==> config.mk <==
export PLATFORM = sky130hd
export DESIGN_NAME = gpioemu_mulpop
export DESIGN_NICKNAME = d
export VERILOG_FILES = /design/src/rtl/gpioemu_mulpop.sv
export SDC_FILE = /design/constraint.sdc
export NUM_CORES = 1
export LEC_CHECK = 0
export CAP_MARGIN = 20
export CORE_MARGIN = 3
export CORE_UTILIZATION = 50
export DETAILED_ROUTE_END_ITERATION = 8
export PLACE_DENSITY = 0.82
export SLEW_MARGIN = 20
export SYNTH_ARGS = -nofsm -noshare
export SYNTH_HDL_FRONTEND = slang
export SYNTH_SLANG_ARGS = --single-unit
==> constraint.sdc <==
create_clock -name clk -period 28.9 [get_ports clk]
set_clock_uncertainty 0.1 [all_clocks]
set_input_delay 5.78 -clock clk [delete_from_list [all_inputs] [get_ports clk]]
set_output_delay 5.78 -clock clk [all_outputs]
set_load 0.1 [all_outputs]
==> run_1/drive_strength.png <==
(1.5 px per µm)
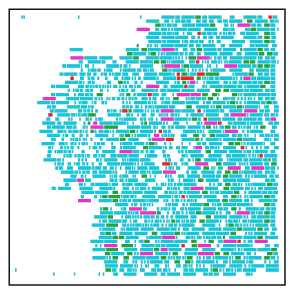
size	colour	cells	share
drive 3 to 4	red	23	1.4%
drive 6 and up	magenta	44	2.7%
drive 2	green	143	8.8%
drive 1 or less	cyan	1406	87%
layout overhead on the synthesized area: 18.51%
area of all placed cells without fillers: 0.01853 mm²
buffers outside the clock class: 171
crit path setup slack, layout: 19.82 ns

==> run_1/final_clocks.png <==
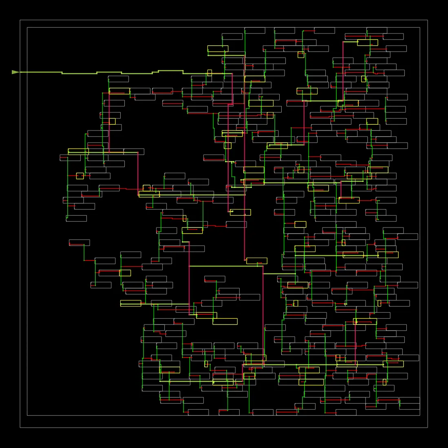
Inserted Clock Buffers: 30
clock-net power: 408 µW
Flops: 295
clock insertion delay at the later pin of the skew report: 0.55 ns
clock sink count: 295

==> run_1/wire_density.png <==
(2 px per µm) 37 x 37 tiles, from dark purple (low) to yellow (high), scaled to the fullest tile. Values are wire area over tile area, all layers added.
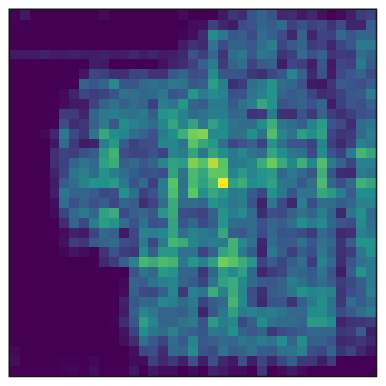
densest ninth of the die	middle
nearly empty tiles	23%
tiles over half the peak	9.3%
mean over tiles	0.18
emptiest ninth of the die	bottom left
fullest tile	0.75
detailed-route via count: 11611
overall track demand over capacity in global routing: 0.2233
routed length per placed instance: 18.99 µm
routed wire length: 38.20 mm

==> flow_results.xml, run 1 <==
<?xml version="1.0" encoding="UTF-8"?>
<metrics>
  <group name="pwr">
    <metric name="combinational_power_share" unit="">0.492</metric>
    <metric name="power_density" unit="mW/mm²">96.06</metric>
    <metric name="power.net_switching" unit="µW">724.6</metric>
    <metric name="total_power" unit="µW">1780</metric>
  </group>
  <group name="logic_synthesis">
    <metric name="ys_top_cells_by_count" unit="">sky130_fd_sc_hd__dfrtp_1 (293), sky130_fd_sc_hd__o21ai_0 (145), sky130_fd_sc_hd__nand2_1 (139)</metric>
    <metric name="synth-area-yosys" unit="mm²">0.01564</metric>
    <metric name="synthTopCellsByArea" unit="">sky130_fd_sc_hd__dfrtp_1 (47%), sky130_fd_sc_hd__mux2_2 (8.5%), sky130_fd_sc_hd__ha_1 (4.9%)</metric>
    <metric name="synth.distinct_cells" unit="">68</metric>
  </group>
  <group name="die">
    <metric name="num_io_pins" unit="">181</metric>
    <metric name="initial_utilization" unit="">0.5099</metric>
    <metric name="area_of_the_die" unit="mm²">0.03344</metric>
    <metric name="number_of_rows_in_the_core_area" unit="">64</metric>
  </group>
  <group name="critical_path">
    <metric name="worstSetupPathDepth" unit="">12</metric>
    <metric name="cpPeakStageDelay" unit="ns">0.64</metric>
    <metric name="r2r_cells" unit="">14</metric>
    <metric name="timing_worst_setup_path_type" unit="">in -&gt; reg</metric>
    <metric name="cp_max_fo" unit="">121</metric>
  </group>
  <group name="run_status">
    <metric name="run_status" unit="">complete, no violations</metric>
  </group>
  <group name="placement">
    <metric name="gp_routability_congestion" unit="">0.9120</metric>
  </group>
  <group name="final_timing">
    <metric name="clock.fmax" unit="GHz">0.1101</metric>
    <metric name="finalSetupViolCount" unit="">0</metric>
  </group>
  <group name="flow_run">
    <metric name="stage_log_warnings" unit="">42</metric>
  </group>
  <group name="route">
    <metric name="number_of_detailed_routing_iterations_run_before_antenna_repair" unit="">5</metric>
    <metric name="detail_route.iter0.violations" unit="">996</metric>
    <metric name="post-route-drc-count" unit="">0</metric>
    <metric name="detail_route.vias_per_cell" unit="">5.771</metric>
  </group>
  <group name="layout">
    <metric name="layout-drive-gt1-share" unit="">0.1300</metric>
  </group>
  <group name="global_route">
    <metric name="wire_length_of_the_first_global_routing_pass" unit="mm">61.33</metric>
  </group>
  <group name="hold_path">
    <metric name="worstHoldPathType" unit="">reg -&gt; reg</metric>
  </group>
  <group name="clock_tree">
    <metric name="clkSlewWorstSetupHoldPaths" unit="ns">0.06</metric>
  </group>
</metrics>
## run 1: metrics by stage
stage          hold slack [ns]  std cells
5_1_grt                 0.4083       2012
3_5_place_dp            0.3696       1955
2_1_floorplan           0.3445       1482
3_3_place_gp            0.3578       1955
4_1_cts                 0.3909       2011
6_report                0.3859       2012
## run 1: worst register-to-register path, delay by kind of cell (launching register included)
family	cells	cell delay, ns
buffers and inverters	2	0.14
flip-flops	1	0.38
multiplexers	1	0.28
XOR/XNOR	1	0.14
adder cells (fa/ha/maj)	8	3.70
AND-OR/OR-AND	2	0.34
## run 1: logic make-up (layout without fill, tap and decap cells)
| group | after synthesis | count (layout) | synth area share |
|---|---|---|---|
| AOI/OAI and AO/OA | 352 | 352 | 0.1402 |
| and+or+nand+nor | 297 | 297 | 0.08905 |
| muxes | 190 | 190 | 0.1343 |
| other | 1 | 16 | 0.0002398 |
| buffers and inverters | 189 | 323 | 0.05136 |
| xor gates and xnor gates | 57 | 57 | 0.03192 |
| DFF | 295 | 295 | 0.4722 |
| adders and majority gates | 86 | 86 | 0.08081 |
## run 1: cell type report
type                            instances  area, µm²
Sequential cell                       295       7385
Timing Repair Buffer                  171       1689
Tap cell                              396      495.5
Inverter                               96      367.9
Clock inverter                         15      196.4
Clock buffer                           41      853.3
Fill cell                            2393      12140
Multi-Input combinational cell        998       7546
## run 1: power groups by stage
stage / Sequential, µW / Combinational [µW] / Clock (µW)
after global routing: 502 / 973 / 432
after CTS: 496 / 881 / 414
after global placement: 501 / 827 / 0
after detailed placement: 503 / 878 / 0
after floorplan: 542 / 597 / 0
final: 497 / 876 / 408
## run 1: routing by layer
| layer | wire length [µm] | track usage | vias to the layer above |
|---|---|---|---|
| li1 | - | - | 5413 |
| met4 | 902 | 0.06471 | 0 |
| met2 | 18630 | 0.3844 | 379 |
| met1 | 16220 | 0.2935 | 5752 |
| met5 | 0 | 0 | - |
| met3 | 2450 | 0.03689 | 67 |
## run 1: layout by cell type, fill, tap and decap left out, types with 45 or more instances in the layout
master,netlist,routed
sky130_fd_sc_hd__mux2i_1,68,68
sky130_fd_sc_hd__dfrtp_1,293,293
sky130_fd_sc_hd__ha_1,61,59
sky130_fd_sc_hd__inv_1,96,95
sky130_fd_sc_hd__clkdlybuf4s50_1,0,155
sky130_fd_sc_hd__nand2_1,139,138
sky130_fd_sc_hd__nand3_1,45,45
sky130_fd_sc_hd__mux2_2,118,118
sky130_fd_sc_hd__a21oi_1,61,58
sky130_fd_sc_hd__o21ai_0,145,145
==> inputs of run 2 (changes only) <==
- clock period: 28.9 -> 9.53 ns (I/O delays scaled with it)
==> run_2/met3.png <==
(2 px per µm)
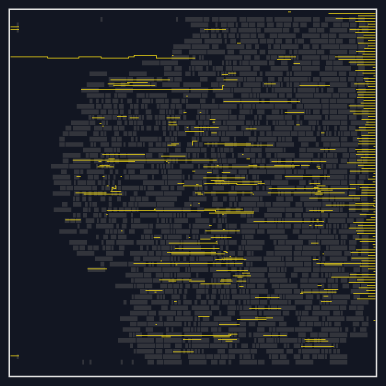
main direction	horizontal
nets with wire on the layer	213
longest straight run	71.8 µm
share of all routed wire	7.1%
wire length on this layer	2690 µm
detailed-route via count: 11766
met3 global-route usage: 0.03788
routed wire length: 37.96 mm

==> run_2/drive_strength.png <==
(1.5 px per µm)
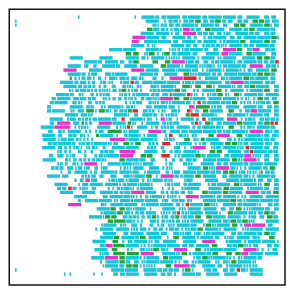
size	colour	cells	share
drive 6 and up	magenta	48	3.0%
drive 1 or less	cyan	1407	87%
drive 3 to 4	red	23	1.4%
drive 2	green	140	8.7%
layout overhead on the synthesized area: 18.75%
buffers outside the clock class: 172
crit path setup slack, layout: 4.370 ns
area of all placed cells without fillers: 0.01857 mm²

==> flow_results.xml, run 2 <==
<?xml version="1.0" encoding="UTF-8"?>
<metrics>
  <group name="logic_synthesis">
    <metric name="synth.distinct_cells" unit="">68</metric>
    <metric name="synth-area-yosys" unit="mm²">0.01564</metric>
  </group>
  <group name="global_route">
    <metric name="wire_length_of_the_first_global_routing_pass" unit="mm">61.65</metric>
    <metric name="overall_track_demand_over_capacity_in_global_routing" unit="">0.2232</metric>
  </group>
  <group name="die">
    <metric name="area_of_the_die" unit="mm²">0.03344</metric>
    <metric name="number_of_rows_in_the_core_area" unit="">64</metric>
    <metric name="num_io_pins" unit="">181</metric>
    <metric name="initial_utilization" unit="">0.5099</metric>
  </group>
  <group name="critical_path">
    <metric name="cp_max_fo" unit="">4</metric>
    <metric name="worst-r2r-setup-slack" unit="ns">4.37</metric>
    <metric name="r2r_cells" unit="">14</metric>
  </group>
  <group name="clock_tree">
    <metric name="max_root_sink_buffers" unit="">3</metric>
    <metric name="insertion_delay" unit="ns">0.57</metric>
    <metric name="number_of_post_cts_setup_repair_buffers" unit="">0</metric>
    <metric name="cts_num_sinks" unit="">295</metric>
  </group>
  <group name="final_timing">
    <metric name="final.hold.worst_slack" unit="ns">0.3654</metric>
    <metric name="finalSetupViolCount" unit="">0</metric>
    <metric name="clock.fmax" unit="GHz">0.1938</metric>
  </group>
  <group name="route">
    <metric name="post-route-drc-count" unit="">0</metric>
    <metric name="number_of_detailed_routing_iterations_run_before_antenna_repair" unit="">5</metric>
    <metric name="detail_route.vias_per_cell" unit="">5.842</metric>
    <metric name="detail_route.iter0.violations" unit="">894</metric>
    <metric name="post_drt_wl_per_cell" unit="µm">18.85</metric>
  </group>
  <group name="layout">
    <metric name="seq_area" unit="mm²">0.007385</metric>
    <metric name="final_layout_top_logic_cell" unit="">sky130_fd_sc_hd__dfrtp_1</metric>
    <metric name="layout.cells.most_common_list" unit="">sky130_fd_sc_hd__dfrtp_1 (293), sky130_fd_sc_hd__clkdlybuf4s50_1 (155), sky130_fd_sc_hd__o21ai_0 (145)</metric>
    <metric name="layout.filler_cells" unit="">2386</metric>
    <metric name="layout-drive-gt1-share" unit="">0.1304</metric>
  </group>
  <group name="pwr">
    <metric name="power_density" unit="mW/mm²">290.8</metric>
  </group>
  <group name="flow_run">
    <metric name="stage_log_warnings" unit="">42</metric>
  </group>
  <group name="hold_path">
    <metric name="worstHoldPathType" unit="">reg -&gt; reg</metric>
  </group>
  <group name="run_status">
    <metric name="run_status" unit="">complete, no violations</metric>
  </group>
</metrics>
==> run_2/final_clocks.png <==
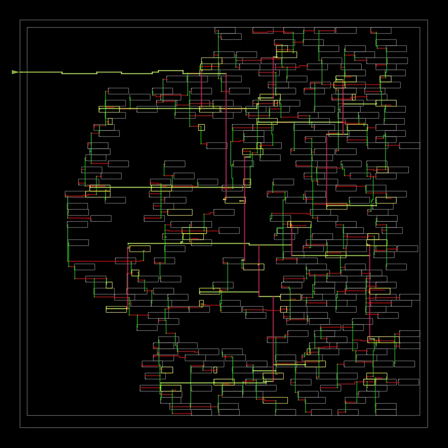
count of clock buffers in the final design: 45
Inserted Clock Buffers: 31
clock-net power: 1280 µW

==> run 2: power by group <==
group / internal, µW / total [µW] / leakage (µW) / switching, µW
clock: 775 / 1280 / 0.000530 / 501
sequential: 1400 / 1510 / 0.00392 / 108
combinational: 1050 / 2620 / 0.00401 / 1570
total: 3230 / 5400 / 0.00846 / 2180
==> run 2: cell families (layout without fill, tap and decap cells) <==
logic type      count (synthesis)  after routing  share of synthesized area
fa+ha+maj                      86             86                    0.08081
buf+inv                       189            325                    0.05136
simple gates                  297            297                    0.08905
xor+xnor                       57             57                    0.03192
compound gates                352            352                     0.1402
mux                           190            190                     0.1343
flops                         295            295                     0.4722
other cells                     1             16                  0.0002398
==> run 2: worst max-delay path: stages, from the launching register on <==
cell                      delay [ns]
sky130_fd_sc_hd__dfrtp_1        0.44
sky130_fd_sc_hd__fa_1           0.57
sky130_fd_sc_hd__inv_1          0.06
sky130_fd_sc_hd__fa_1           0.53
sky130_fd_sc_hd__fa_1           0.45
sky130_fd_sc_hd__fa_1           0.54
sky130_fd_sc_hd__fa_1           0.45
sky130_fd_sc_hd__fa_1           0.51
sky130_fd_sc_hd__inv_1          0.05
sky130_fd_sc_hd__ha_1           0.20
sky130_fd_sc_hd__fa_1           0.41
sky130_fd_sc_hd__a21o_1         0.18
sky130_fd_sc_hd__a21oi_1        0.17
sky130_fd_sc_hd__xnor2_1        0.11
sky130_fd_sc_hd__mux2_2         0.28
==> run 2: cell type report <==
type	instances	area share
Tap cell	396	0.02668
Sequential cell	295	0.3977
Multi-Input combinational cell	998	0.4060
Clock inverter	12	0.009433
Timing Repair Buffer	172	0.09116
Clock buffer	45	0.04945
Inverter	96	0.01961
==> run 2: layer usage <==
metal | global-route usage | wire length (µm) | vias to the layer above
met1 | 0.2996 | 15790 | 5852
li1 | - | - | 5411
met4 | 0.06683 | 1073 | 0
met5 | 0 | 0 | -
met2 | 0.3758 | 18400 | 417
met3 | 0.03788 | 2694 | 86
==> run 2: through the flow <==
stage	cell area [µm²]	utilization	total power (µW)	instances
global route	18570	0.6055	5785	2014
CTS	18570	0.6054	5425	2014
floorplan	15700	-	3455	1482
finish	18570	0.6055	5401	2014
global placement	17470	0.5697	4018	1957
detailed placement	17470	0.5697	4127	1957
Power and IR drop assume default switching activity.
